**Placement density heat map**

The die is cut into 12 by 12 equal tiles; white is low, dark blue is high, 0 to 100% covered.
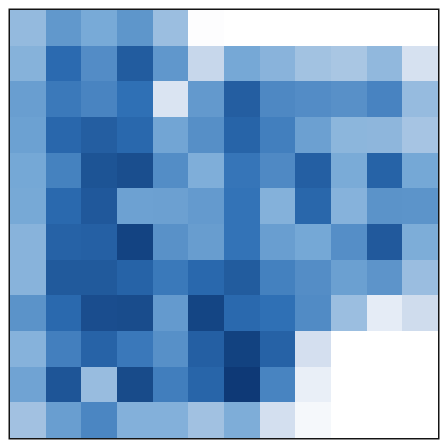
**Register map, names as in the netlist**

Other sequential cells in the stronger gray, the rest of the logic in the fainter gray.
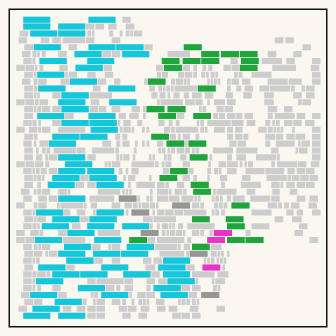
### config.mk
export PLATFORM = sky130hd
export DESIGN_NAME = regfile_wb_arbiter
export DESIGN_NICKNAME = d
export VERILOG_FILES = /design/src/rtl/regfile_arb_pkg.sv /design/src/rtl/wb_skid_fifo.sv /design/src/rtl/regfile_wb_arbiter.sv
export SDC_FILE = /design/constraint.sdc
export NUM_CORES = 1
export LEC_CHECK = 0
export CAP_MARGIN = 15
export CORE_MARGIN = 2
export CORE_UTILIZATION = 41
export DETAILED_ROUTE_END_ITERATION = 10
export GPL_TIMING_DRIVEN = 0
export PLACE_DENSITY = 0.7
export SKIP_LAST_GASP = 1
export SLEW_MARGIN = 40
export SYNTH_ARGS = -nofsm -noshare
export SYNTH_HDL_FRONTEND = slang
export SYNTH_SLANG_ARGS = --single-unit
### constraint.sdc
create_clock -name clock -period 9.1 [get_ports clock]
set_input_delay 1.82 -clock clock [delete_from_list [all_inputs] [get_ports clock]]
set_output_delay 1.82 -clock clock [all_outputs]
set_load 0.03 [all_outputs]
### src/rtl/regfile_arb_pkg.sv
// Shared widths, the write-back entry type and a register-mask helper for the
// register-file write-port arbiter.
package regfile_arb_pkg;

    localparam int unsigned REG_ADDR_W = 5;
    localparam int unsigned DATA_W     = 32;
    localparam int unsigned NUM_REGS   = 1 << REG_ADDR_W;

    localparam logic [REG_ADDR_W-1:0] REG_ZERO = '0;

    typedef struct packed {
        logic [REG_ADDR_W-1:0] addr;
        logic [DATA_W-1:0]     data;
    } wb_entry;

    // One-hot mask for a register; r0 never tracks state, so it maps to zero.
    function automatic logic [NUM_REGS-1:0] reg_mask(input logic [REG_ADDR_W-1:0] addr);
        logic [NUM_REGS-1:0] mask;
        mask = '0;
        if (addr != REG_ZERO) begin
            mask[addr] = 1'b1;
        end
        return mask;
    endfunction

endpackage

### src/rtl/wb_skid_fifo.sv
// In-order buffer for long-unit write-back results. FIFO_DEPTH must be a
// power of two (>= 2) so the pointers wrap naturally.
module wb_skid_fifo
    import regfile_arb_pkg::*;
#(
    parameter int unsigned FIFO_DEPTH = 2
) (
    input  logic    clock,
    input  logic    reset,
    input  logic    push,
    input  wb_entry wdata,
    input  logic    pop,
    output logic    full,
    output logic    empty,
    output wb_entry head
);

    localparam int unsigned PtrW = $clog2(FIFO_DEPTH);
    localparam int unsigned CntW = PtrW + 1;

    wb_entry         mem_q [FIFO_DEPTH];
    logic [PtrW-1:0] wr_ptr_q, wr_ptr_d;
    logic [PtrW-1:0] rd_ptr_q, rd_ptr_d;
    logic [CntW-1:0] count_q, count_d;

    assign full  = (count_q == CntW'(FIFO_DEPTH));
    assign empty = (count_q == '0);
    assign head  = mem_q[rd_ptr_q];

    always_comb begin
        wr_ptr_d = wr_ptr_q;
        rd_ptr_d = rd_ptr_q;
        count_d  = count_q;
        if (push) begin
            wr_ptr_d = wr_ptr_q + PtrW'(1);
        end
        if (pop) begin
            rd_ptr_d = rd_ptr_q + PtrW'(1);
        end
        unique case ({push, pop})
            2'b10:   count_d = count_q + CntW'(1);
            2'b01:   count_d = count_q - CntW'(1);
            default: count_d = count_q;
        endcase
    end

    always_ff @(posedge clock) begin
        if (reset) begin
            wr_ptr_q <= '0;
            rd_ptr_q <= '0;
            count_q  <= '0;
        end else begin
            wr_ptr_q <= wr_ptr_d;
            rd_ptr_q <= rd_ptr_d;
            count_q  <= count_d;
        end
    end

    // Storage needs no reset: an entry is only read once the count covers it.
    always_ff @(posedge clock) begin
        if (push) begin
            mem_q[wr_ptr_q] <= wdata;
        end
    end

endmodule

### src/rtl/regfile_wb_arbiter.sv
// Shares the register-file write port between writeback and the long unit and
// tracks outstanding long-unit destinations. REGFILE_ARB_BYPASS_EN adds a 0-cycle path.
module regfile_wb_arbiter
    import regfile_arb_pkg::*;
#(
    parameter int unsigned FIFO_DEPTH = 2,
    parameter int unsigned MAX_WAIT   = 4
) (
    input  logic                  clock,
    input  logic                  reset,
    input  logic                  pipe_we,
    input  logic [REG_ADDR_W-1:0] pipe_addr,
    input  logic [DATA_W-1:0]     pipe_data,
    input  logic                  lu_valid,
    input  logic [REG_ADDR_W-1:0] lu_addr,
    input  logic [DATA_W-1:0]     lu_data,
    output logic                  lu_ready,
    input  logic                  issue_valid,
    input  logic [REG_ADDR_W-1:0] issue_dst,
    input  logic [REG_ADDR_W-1:0] dec_rs,
    input  logic [REG_ADDR_W-1:0] dec_rt,
    output logic                  hazard_stall,
    output logic                  pipe_bubble_req,
    output logic                  rf_we,
    output logic [REG_ADDR_W-1:0] rf_addr,
    output logic [DATA_W-1:0]     rf_data,
    output logic [NUM_REGS-1:0]   pending_mask
);

    localparam int unsigned WaitW = $clog2(MAX_WAIT + 1);

    logic                pipe_act;
    logic                fifo_full, fifo_empty, fifo_push, fifo_pop;
    logic                head_grant, bypass;
    wb_entry             head, lu_entry;
    logic [WaitW-1:0]    wait_q, wait_d;
    logic                bubble_q, bubble_d;
    logic [NUM_REGS-1:0] pending_q, pending_d, set_mask, clr_mask;

    // A pipeline write to r0 is treated as an idle slot.
    assign pipe_act = pipe_we && (pipe_addr != REG_ZERO);
    assign lu_ready = !fifo_full && !reset;
    assign lu_entry = '{addr: lu_addr, data: lu_data};

`ifdef REGFILE_ARB_BYPASS_EN
    assign bypass = fifo_empty && !pipe_act && lu_valid && !reset;
`else
    assign bypass = 1'b0;
`endif

    assign fifo_push  = lu_valid && lu_ready && !bypass;
    assign head_grant = !fifo_empty && !pipe_act && !reset;
    assign fifo_pop   = head_grant;

    wb_skid_fifo #(
        .FIFO_DEPTH (FIFO_DEPTH)
    ) u_fifo (
        .clock (clock),
        .reset (reset),
        .push  (fifo_push),
        .wdata (lu_entry),
        .pop   (fifo_pop),
        .full  (fifo_full),
        .empty (fifo_empty),
        .head  (head)
    );

    always_comb begin
        rf_we    = 1'b0;
        rf_addr  = '0;
        rf_data  = '0;
        clr_mask = '0;
        if (pipe_act && !reset) begin
            rf_we   = 1'b1;
            rf_addr = pipe_addr;
            rf_data = pipe_data;
        end else if (head_grant) begin
            // An r0 result is still popped, just never written.
            rf_we    = (head.addr != REG_ZERO);
            rf_addr  = head.addr;
            rf_data  = head.data;
            clr_mask = reg_mask(head.addr);
        end else if (bypass) begin
            rf_we    = (lu_addr != REG_ZERO);
            rf_addr  = lu_addr;
            rf_data  = lu_data;
            clr_mask = reg_mask(lu_addr);
        end
    end

    // Stall decision uses the pre-edge mask, so a same-cycle clear still stalls once.
    assign hazard_stall = !reset && (pending_q[dec_rs] || pending_q[dec_rt] ||
                                     (issue_valid && pending_q[issue_dst]));

    always_comb begin
        set_mask  = (issue_valid && !hazard_stall) ? reg_mask(issue_dst) : '0;
        pending_d = (pending_q & ~clr_mask) | set_mask;
    end

    always_comb begin
        wait_d = wait_q;
        if (fifo_empty || head_grant) begin
            wait_d = '0;
        end else if (wait_q != WaitW'(MAX_WAIT)) begin
            wait_d = wait_q + WaitW'(1);
        end
        bubble_d = (wait_d == WaitW'(MAX_WAIT));
    end

    always_ff @(posedge clock) begin
        if (reset) begin
            pending_q <= '0;
            wait_q    <= '0;
            bubble_q  <= 1'b0;
        end else begin
            pending_q <= pending_d;
            wait_q    <= wait_d;
            bubble_q  <= bubble_d;
        end
    end

    assign pipe_bubble_req = bubble_q;
    assign pending_mask    = pending_q;

    bubble_honoured: assert property (@(posedge clock) disable iff (reset)
        pipe_bubble_req |-> !pipe_act);

endmodule

==> flow_metrics.env <==
# source this file to load flow results
export IMPL_status="finished, final reports clean"
export IMPL_diodes=0
export IMPL_grt_pass1_wl_um=26600
export IMPL_ys_flop_type="edfxtp_1"
export IMPL_min_from="u_fifo.rd_ptr_q"
export IMPL_synth_seq_share=0.508
export IMPL_tightest_slew_ns=0.822
export IMPL_gp_congestion=0.875
export IMPL_drive_gt1_frac=0.135
export IMPL_drtAntennaViolNets=0
export IMPL_fin_ws_ns=2.09
export IMPL_area_leaders="edfxtp_1 37%, dfxtp_1 14%, mux2i_1 8.2%"
export IMPL_path_clk_slew_ns=0.06
export IMPL_synth_top_cell_by_area="edfxtp_1"
export IMPL_lay_top_count="clkdlybuf4s50_1"
export IMPL_clock_sinks=115
export IMPL_finalCritPeriodShare=0.770
export IMPL_crit_path_start_kind="primary input"
export IMPL_final_cell_mix="162 x clkdlybuf4s50_1, 82 x nand2_1, 74 x edfxtp_1"
export IMPL_num_io_pins=167
export IMPL_ys_cells=531
export IMPL_drv_slew=0
export IMPL_power_leakage_nw=2.89
export IMPL_chipWidth_um=125
export IMPL_setup_viol=0
export IMPL_drt_first_pass_iters=7
export IMPL_cts_buffers=17
export IMPL_htreeDepth=4
export IMPL_end_kind="output port"
export IMPL_min_period_ns=7.01
export IMPL_avgSynthCellArea_sq_um=11.3
export IMPL_vdd_ir_drop_worst_mv=0.116
export IMPL_die_area_sq_um=15600
export IMPL_async_flop_share=0
export IMPL_ys_area_sq_um=5990
export IMPL_place_inst=879
export IMPL_die_height_um=125
export IMPL_required_ns=7.28
export IMPL_fp_util=0.415
export IMPL_fmax_mhz=143
export IMPL_rsz0062_at_grt="false"
export IMPL_post_cts_buffers=0
export IMPL_grt_overflow=0
export IMPL_cts_root_buf="clkbuf_16"
export IMPL_grt_max_degree=38
export IMPL_syn_inst=531
Back to the opening pictures, 'placement density heat map':
The mean over all tiles is 53%. 25% of the tiles are over 75% full. The fullest tile reaches 96%. The emptiest ninth of the die: bottom right. 11% of the tiles are nearly empty.

Back to the opening pictures, 'register map, names as in the netlist':
Key: wait_q = magenta [sequential cells 3]; u_fifo.mem_q = cyan [sequential cells 74]; pending_mask = green [sequential cells 32]
Another 6 sequential cells are not colored.

## layer usage
layer	GRT usage	part of all wire
met1	0.265	0.42
met2	0.355	0.47
met3	0.0674	0.092
met4	0.0948	0.022
met5	0	0
## report_power, final
part	internal, mW	switching, mW	leakage, nW
Sequential	0.572	0.00779	1.01
Combinational	0.0989	0.114	1.59
Clock	0.461	0.245	0.294
## worst max-delay path, stage by stage
cell and delay, ns:
clkdlybuf4s50_1 0.51, or4_1 0.12, o21a_1 0.17, clkbuf_1 0.45, and2_1 0.28, clkbuf_1 0.40
buf_1 0.49, o21bai_1 0.19, clkdlybuf4s50_1 0.74
## synthesized netlist by cell type (all sizes together), types with 3 or more instances
library cell / count
a21oi: 4
a32oi: 5
and2: 4
buf: 17
clkbuf: 14
dfxtp: 41
edfxtp: 74
inv: 11
mux2: 9
mux2i: 49
mux4: 15
nand2: 82
nand2b: 3
nand3: 31
nand3b: 5
nor2: 29
nor2b: 5
nor3: 5
nor4: 7
o21ai: 59
o22ai: 5
o311ai: 3
o31ai: 10
or2: 3
## logic make-up (layout without fill, tap and decap cells)
group	count (synthesis)	after routing	share of synthesized area
AOI/OAI and AO/OA	102	102	0.111
xor gates and xnor gates	2	2	0.00293
adders and majority gates	2	2	0.00418
buffers and inverters	44	240	0.0447
DFF	115	115	0.508
muxes	73	73	0.157
and+or+nand+nor	193	193	0.172
## sequential cells by signal (all words and copies together), names as in the netlist, named ones only
register and count:
u_fifo.mem_q 74, u_fifo.count_q 2, u_fifo.wr_ptr_q 1, wait_q 3, pending_mask 32, u_fifo.rd_ptr_q 1
pipe_bubble_req 1
## stage by stage
| step | util | instance area, sq um |
|---|---|---|
| finish | 0.593 | 8550 |
| global route | 0.593 | 8550 |
| CTS | 0.592 | 8540 |
| detailed placement | 0.548 | 7910 |
| global placement | 0.544 | 7840 |
| floorplan | - | 5990 |
## cell type report
type,instances,area [sq um],share of cell area
inverter,11,41.3,0.00483
clock buffer,18,429,0.0502
tap,184,230,0.0269
clock inverter,14,203,0.0237
multi-input combinational,372,2700,0.316
sequential,115,3040,0.356
timing repair buffer,164,1680,0.196
buffer,33,226,0.0265
## worst max path at each step
| stage | start | endpoint | slack (ns) | depth (start not counted) |
|---|---|---|---|---|
| after floorplan | pipe_addr[0] | rf_we | 3.65 | 7 |
| after global placement | pipe_addr[4] | rf_we | 2.16 | 9 |
| after detailed placement | pipe_addr[4] | rf_we | 2.15 | 9 |
| after CTS | pipe_addr[4] | rf_we | 2.12 | 9 |
| after global routing | pipe_addr[4] | rf_we | 1.91 | 9 |
| final | pipe_addr[4] | rf_we | 2.09 | 9 |
Power is estimated from default activity; no workload was simulated.
